Fig. 1: a small window of the routed layout
Region (75, 75) to (95, 95) µm. Cells in gray, sequential cells in the stronger gray; small squares are vias.
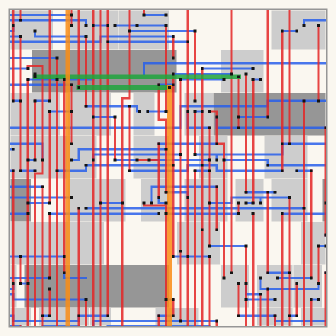
Fig. 2: cell outlines without signal wires
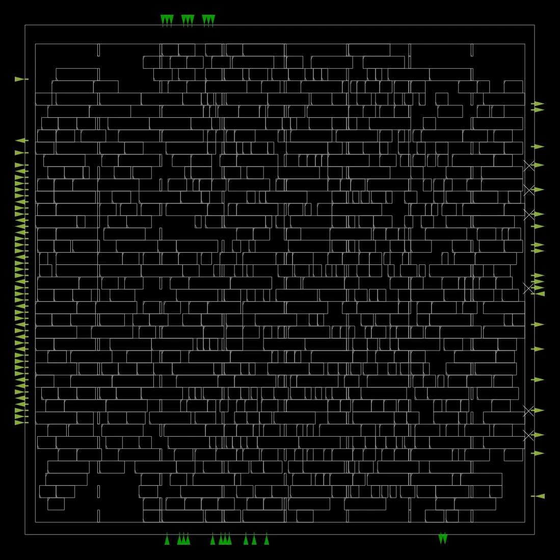
Fig. 3: ports around the boundary
Scale bar: 20 µm. Pins as bars across the die edge, other pins in gray.
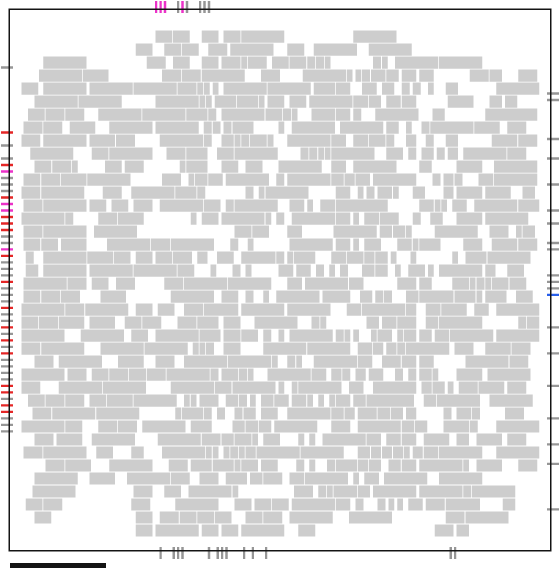
==> config.mk <==
export PLATFORM = sky130hd
export DESIGN_NAME = m_rect_fill
export DESIGN_NICKNAME = d
export VERILOG_FILES = /design/src/rtl/m_rect_fill.sv
export SDC_FILE = /design/constraint.sdc
export NUM_CORES = 1
export LEC_CHECK = 0
export CORE_MARGIN = 2
export CORE_UTILIZATION = 55
export CTS_CLUSTER_DIAMETER = 60
export DETAILED_ROUTE_END_ITERATION = 12
export PLACE_DENSITY = 0.78
export SKIP_CTS_REPAIR_TIMING = 1
export SYNTH_ARGS = -nofsm -noshare
export SYNTH_HDL_FRONTEND = slang
export SYNTH_SLANG_ARGS = --single-unit
==> constraint.sdc <==
create_clock -name w_clk -period 3.1 [get_ports w_clk]
set_input_delay 0.62 -clock w_clk [delete_from_list [all_inputs] [get_ports w_clk]]
set_output_delay 0.62 -clock w_clk [all_outputs]
set_load 0.02 [all_outputs]
==> flow_summary.yaml <==
# flow metrics
final_timing:
  rsz0062_at_grt: "true"
  worstMarginPinSlew_ps: 747
  postLayoutSetupSlackWorst_ps: -101
  tns_ps: -2190
  fin_crit_sh: 1.03
  setup_viol: 29
  slew_viol_final: 0
  fin_crit_ps: 3200
synth:
  yosysCellCount: 547
  syn_area_um2: 6540
  topCellsByArea: "dfrtp_1, mux2_2, mux2_4"
  postSynthSeqShare: 0.502
  synth-edff-count: 0
  synth.top_cell.area_share: 0.502
  ys_ff: 131
  ys_area_um2: 6540
critical_path:
  path_cells: "buf_6, xnor2_1, nand4_1, o21ai_2, o41ai_4, buf_6, clkbuf_16, mux2_4, buf_6"
  reg2reg_slack_ps: 560
  critPathMaxStageDelay_ps: 450
  ff2ff_path_depth: 7
  cp-start-kind: "flip-flop"
  endpoint_kind: "output pin"
  arrival_ps: 2580
  crit_required_ps: 2480
  cp_top_family: "buffers and inverters"
  worst-path-buf-inv: 4
  critPathMaxFanout: 8
  cpMostUsedCell: "buf_6"
power:
  pg_comb_uw: 6220
  clkPwrFrac: 0.165
  powerSeq_uw: 3290
status:
  violations: "design-rule violations, negative setup slack"
  status: "finished with violations"
grt:
  grt_pass1_vias: 4816
  grt_usage: 0.244
  grt_busiest_layer: "met2"
final_layout:
  flop_area_um2: 3280
  final_common_cell: "dfrtp_1"
  clockNetworkAreaShare: 0.0640
  sh_comb_area: 0.355
  largest_class: "sequential cells"
  logic_area_um2: 3020
  syn_to_final_growth_pct: 30.1
  num-nonclk-inverters: 31
  sh_seq_area: 0.386
clock_tree:
  clk_pin_slew_ps: 60
  clockRootBuffer: "clkbuf_16"
  worstSkewPairLatency_ps: 420
drt:
  drcViolationCount: 6
  met2_length_mm: 7.05
  via_count: 4710
  dr_wl_met3_mm: 1.10
  wl_per_cell_um: 18.3
  wl_met1_mm: 6.67
  drt-initial-drc-count: 311
flow_run:
  openroad.warnings: 30
Notes on Fig. 1 above:
- metal 4: orange
- metal 3: green
- metal 1: blue
- metal 2: red
- most frequent: nand3_1 (4), dfrtp_1 (3), buf_4 (3)
- cells with their middle in the window: 26
- sequential cells in the window: 3

Notes on Fig. 2 above:
flip-flops: 131
Util after Layout: 0.738
core area: 11,500 µm²
Filler cells: 791
num rows: 39

Notes on Fig. 3 above:
- cmd_x1: magenta (pins 8; direction input; edge 4 left, 4 top)
- cmd_valid: blue (pins 1; direction input; edge right)
- wr_data: red (pins 16; direction output; edge left)
- all pins by edge: 46 left, 20 right, 13 bottom, 9 top
number of port buffers: 87
die width: 113 µm

Power figures rest on the tool's default switching activity, not on a simulated workload.
